[config.mk]
export PLATFORM = sky130hd
export DESIGN_NAME = segment_transition_ctrl
export DESIGN_NICKNAME = d
export VERILOG_FILES = /design/src/rtl/segment_transition_ctrl.sv
export SDC_FILE = /design/constraint.sdc
export NUM_CORES = 1
export LEC_CHECK = 0
export CAP_MARGIN = 20
export CORE_ASPECT_RATIO = 1.75
export CORE_MARGIN = 2
export CORE_UTILIZATION = 40
export DETAILED_ROUTE_END_ITERATION = 8
export DONT_BUFFER_PORTS = 1
export SLEW_MARGIN = 20
export SYNTH_ARGS = -nofsm -noshare
export SYNTH_HDL_FRONTEND = slang
export SYNTH_SLANG_ARGS = --single-unit
[constraint.sdc]
create_clock -name CLK -period 3 [get_ports CLK]
set_input_delay 0.3 -clock CLK [delete_from_list [all_inputs] [get_ports CLK]]
set_output_delay 0.3 -clock CLK [all_outputs]
set_load 0.005 [all_outputs]
[src/rtl/segment_transition_ctrl.sv]
// Segment transition controller: queues a segment switch behind a sync, time or GPIO trigger
// and tracks the repeat budget of the active segment. Optional GPIO mode: SEGMENT_TRANSITION_GPIO_EN.
module segment_transition_ctrl #(
  parameter int NUM_SEGMENTS   = 2,
  parameter int REP_WIDTH      = 16,
  parameter int SYS_TIME_WIDTH = 56,
  parameter int NUM_GPIO       = 4,
  localparam int SEG_W         = $clog2(NUM_SEGMENTS),
  localparam int GPIO_W        = $clog2(NUM_GPIO)
) (
  input  logic                      CLK,
  input  logic                      RST_N,
  input  logic                      UPDATE,
  input  logic [SEG_W-1:0]          REQ_SEGMENT,
  input  logic [REP_WIDTH-1:0]      REQ_REP,
  input  logic [7:0]                TRANSITION_MODE,
  input  logic [63:0]               TRANSITION_VALUE,
  input  logic [SYS_TIME_WIDTH-1:0] SYS_TIME,
  input  logic [NUM_GPIO-1:0]       GPIO_IN,
  input  logic                      IDX_WRAP,
  output logic [SEG_W-1:0]          SEGMENT,
  output logic                      SWAP,
  output logic                      BUSY,
  output logic                      STOP,
  output logic                      ERR
);

  typedef enum logic [1:0] {
    IDLE      = 2'd0,
    WAIT_SYNC = 2'd1,
    WAIT_TIME = 2'd2,
    WAIT_GPIO = 2'd3
  } state_e;

  localparam logic [7:0]           MODE_SYNC = 8'h00;
  localparam logic [7:0]           MODE_TIME = 8'h01;
  localparam logic [7:0]           MODE_GPIO = 8'h02;
  localparam logic [REP_WIDTH-1:0] REP_INF   = {REP_WIDTH{1'b1}};

  state_e                    state_q, state_d, req_state_s;
  logic [SEG_W-1:0]          seg_q, seg_d, pseg_q, pseg_d;
  logic [REP_WIDTH-1:0]      cnt_q, cnt_d, prep_q, prep_d;
  logic [SYS_TIME_WIDTH-1:0] tgt_q, tgt_d;
  logic                      swap_q, swap_d, busy_q, busy_d;
  logic                      stop_q, stop_d, err_q, err_d;
  logic                      mode_ok_s, trig_s, gpio_rise_s;

  // Classify the incoming request: is it acceptable and which wait state does it enter
  always_comb begin
    mode_ok_s   = 1'b0;
    req_state_s = IDLE;
    case (TRANSITION_MODE)
      MODE_SYNC: begin
        mode_ok_s   = 1'b1;
        req_state_s = WAIT_SYNC;
      end
      MODE_TIME: begin
        mode_ok_s   = 1'b1;
        req_state_s = WAIT_TIME;
      end
`ifdef SEGMENT_TRANSITION_GPIO_EN
      MODE_GPIO: begin
        mode_ok_s   = (TRANSITION_VALUE < 64'(NUM_GPIO));
        req_state_s = WAIT_GPIO;
      end
`endif
      default: begin
        mode_ok_s   = 1'b0;
        req_state_s = IDLE;
      end
    endcase
  end

`ifdef SEGMENT_TRANSITION_GPIO_EN
  logic [NUM_GPIO-1:0] sync1_q, sync2_q, prev_q;

  // Two-flop synchronizer plus a delayed copy for rising-edge detection
  always_ff @(posedge CLK or negedge RST_N) begin
    if (!RST_N) begin
      sync1_q <= {NUM_GPIO{1'b0}};
      sync2_q <= {NUM_GPIO{1'b0}};
      prev_q  <= {NUM_GPIO{1'b0}};
    end else begin
      sync1_q <= GPIO_IN;
      sync2_q <= sync1_q;
      prev_q  <= sync2_q;
    end
  end

  assign gpio_rise_s = sync2_q[tgt_q[GPIO_W-1:0]] & ~prev_q[tgt_q[GPIO_W-1:0]];
`else
  logic unused_gpio_s;
  assign unused_gpio_s = ^{GPIO_IN, TRANSITION_VALUE, MODE_GPIO};
  assign gpio_rise_s   = 1'b0;
`endif

  assign trig_s = ((state_q == WAIT_SYNC) && IDX_WRAP) ||
                  ((state_q == WAIT_TIME) && (SYS_TIME >= tgt_q)) ||
                  ((state_q == WAIT_GPIO) && gpio_rise_s);

  // Next-state: a valid UPDATE beats a trigger; repeat counting runs only while idle
  always_comb begin
    state_d = state_q;
    seg_d   = seg_q;
    pseg_d  = pseg_q;
    prep_d  = prep_q;
    tgt_d   = tgt_q;
    cnt_d   = cnt_q;
    stop_d  = stop_q;
    err_d   = err_q;
    swap_d  = 1'b0;
    if (UPDATE && mode_ok_s) begin
      state_d = req_state_s;
      pseg_d  = REQ_SEGMENT;
      prep_d  = REQ_REP;
      tgt_d   = TRANSITION_VALUE[SYS_TIME_WIDTH-1:0];
    end else if (trig_s) begin
      state_d = IDLE;
      seg_d   = pseg_q;
      swap_d  = (pseg_q != seg_q);
      cnt_d   = prep_q;
      stop_d  = 1'b0;
    end else begin
      state_d = state_q;
    end
    if (UPDATE && !mode_ok_s) begin
      err_d = 1'b1;
    end else begin
      err_d = err_q;
    end
    if ((state_q == IDLE) && IDX_WRAP && (cnt_q != REP_INF)) begin
      if (cnt_q == {REP_WIDTH{1'b0}}) begin
        stop_d = 1'b1;
      end else begin
        cnt_d = cnt_q - REP_WIDTH'(1);
      end
    end else begin
      cnt_d = cnt_d;
    end
    busy_d = (state_d != IDLE);
  end

  // Controller state and registered outputs
  always_ff @(posedge CLK or negedge RST_N) begin
    if (!RST_N) begin
      state_q <= IDLE;
      seg_q   <= {SEG_W{1'b0}};
      pseg_q  <= {SEG_W{1'b0}};
      prep_q  <= {REP_WIDTH{1'b0}};
      tgt_q   <= {SYS_TIME_WIDTH{1'b0}};
      cnt_q   <= REP_INF;
      swap_q  <= 1'b0;
      busy_q  <= 1'b0;
      stop_q  <= 1'b0;
      err_q   <= 1'b0;
    end else begin
      state_q <= state_d;
      seg_q   <= seg_d;
      pseg_q  <= pseg_d;
      prep_q  <= prep_d;
      tgt_q   <= tgt_d;
      cnt_q   <= cnt_d;
      swap_q  <= swap_d;
      busy_q  <= busy_d;
      stop_q  <= stop_d;
      err_q   <= err_d;
    end
  end

  assign SEGMENT = seg_q;
  assign SWAP    = swap_q;
  assign BUSY    = busy_q;
  assign STOP    = stop_q;
  assign ERR     = err_q;

endmodule

**Metal 1**

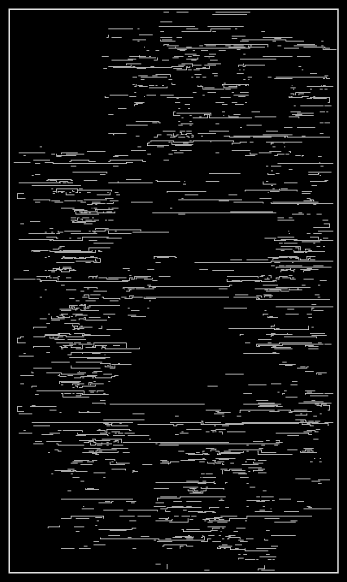
- longest straight run: 35.0 um
- wire length on this layer: 4,280 um

**Metal 2**

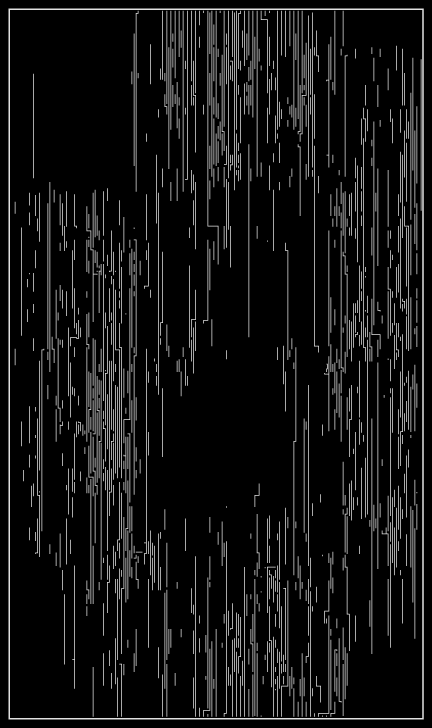
- main direction: vertical
- wire length on this layer: 6,980 um
- nets with wire on the layer: 638

**M3 wires**

Scale bar: 20 um.
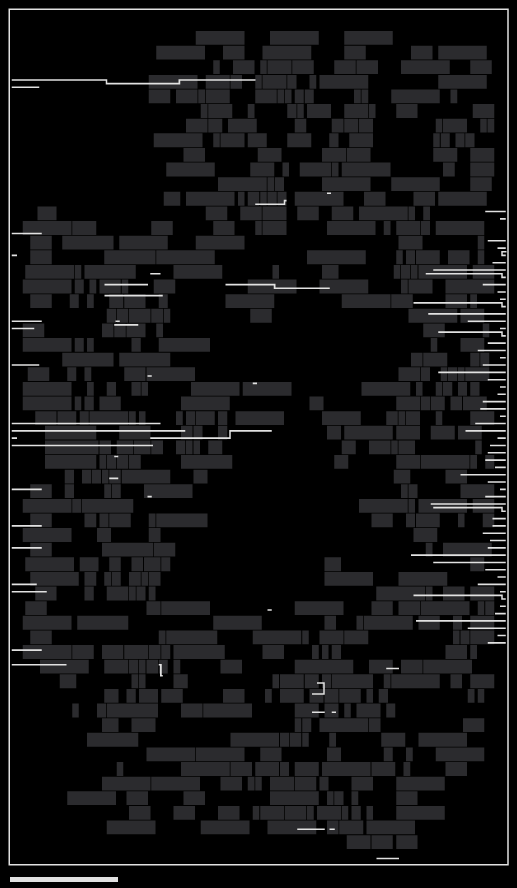
- nets with wire on the layer: 87
- longest straight run: 32.0 um
- share of all routed wire: 5.0%
routing usage on met3: 0.0413
final WL: 12,100 um
detailed-route via count: 3,759

==> results_dict.tcl <==
# flow metrics
set metrics [dict create \
    status "complete, no violations" \
    num_rows 56 \
    critPathMaxStageDelay_ps 380 \
    edf_count 0 \
    seq_area_frac_synth 0.442 \
    start_kind "register" \
    clock_area_frac 0.0568 \
    async_flop_share 1.00 \
    total_power_mw 3.50 \
    finalSetupViolCount 0 \
    antenna_cells 0 \
    power_frac_comb 0.153 \
    relSlewSlack 0.446 \
    io_pins 158 \
    cts_tree "yes" \
    logic_gates 329 \
    via_per_inst 5.43 \
    switching_share 0.263 \
    hold_end "state_q[0]" \
    finalNonFillerCells 692 \
    ctsHoldBuffers 2 \
    rrSetupSlack_ps 230 \
    ir_drop_mv 0.280 \
    ys_seq_elements 96 \
    gp_congestion 0.791 \
    dp.final_hpwl_um 9310 \
    insertion_delay_ps 350 \
    timing.final.crit_share 0.922 \
    yosys_area_um2 5480 \
    path_depth 11 \
    syn_nets 714 \
    reg2reg_from "tgt_q[0]" \
    clock.fmax_mhz 362 \
    p_int_mw 2.58 \
    yosysCellCount 502 \
    path_class "register to register" \
]
**The metal 4 layer**

Scale bar: 20 um.
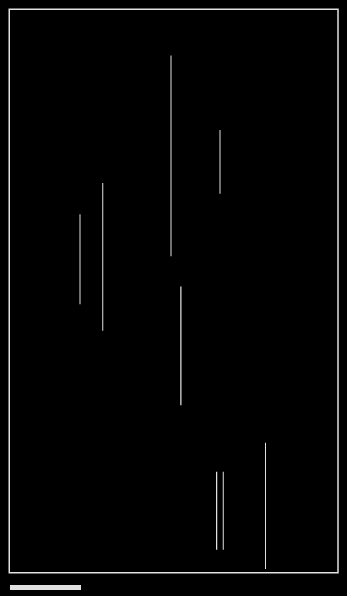
- nets with wire on the layer: 6
- longest straight run: 56.4 um
- wire length on this layer: 253 um

**Routing congestion**

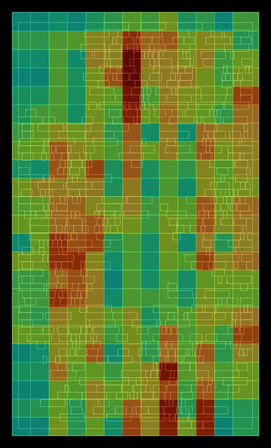
busiest grt layer: met2
Finished Core Util: 0.461

[cell families (layout without fill, tap and decap cells)]
group / Yosys count / after routing / share of synthesized area
compound gates: 80 / 80 / 0.0977
buf+inv: 77 / 93 / 0.0564
simple gates: 112 / 112 / 0.110
fa+ha+maj: 59 / 59 / 0.135
flops: 96 / 96 / 0.442
mux: 77 / 77 / 0.157
xor+xnor: 1 / 1 / 0.00160
[registers in the layout, summed over array words and instances, names as in the netlist, 2 cells and up]
| signal | cells |
|---|---|
| cnt_q | 16 |
| prep_q | 16 |
| state_q | 2 |
| tgt_q | 56 |
[how the worst max path moves through the flow]
stage	start	to	slack [ps]
after floorplan	tgt_q[0]	cnt_q[0]	600
after detailed placement	tgt_q[54]	STOP	-60
final	tgt_q[0]	cnt_q[15]	230
after global routing	tgt_q[0]	cnt_q[15]	9
after global placement	tgt_q[54]	STOP	-50
after CTS	tgt_q[54]	cnt_q[6]	0.9
[cells in the mapped netlist (2+ instances only)]
cell	instances	area [um2]
inv_1	64	240
dfstp_2	16	420
ha_1	59	738
o21ai_0	21	105
nand2_1	21	78.8
mux2i_1	3	30.0
dfrtp_1	80	2000
nor4_1	5	31.3
o211ai_1	2	15.0
nor3_1	11	55.1
a211oi_2	2	25.0
and2_1	5	31.3
a21o_1	3	22.5
or4_4	2	22.5
mux2_2	74	833
a31oi_1	2	12.5
buf_6	2	22.5
a21oi_1	31	155
nand3_1	10	50.1
nor3b_1	2	15.0
clkbuf_1	9	33.8
o221a_2	6	67.6
nor2_1	25	93.8
a22oi_1	2	15.0
nand2b_1	4	25.0
nand4_1	14	87.6
[metrics by stage]
stage	worst slack [ps]	hold slack (ps)
floorplan	602	4.41
global placement	-45.4	8.48
detailed placement	-57.8	8.45
CTS	0.910	50.4
global route	8.91	78.6
finish	235	69.1
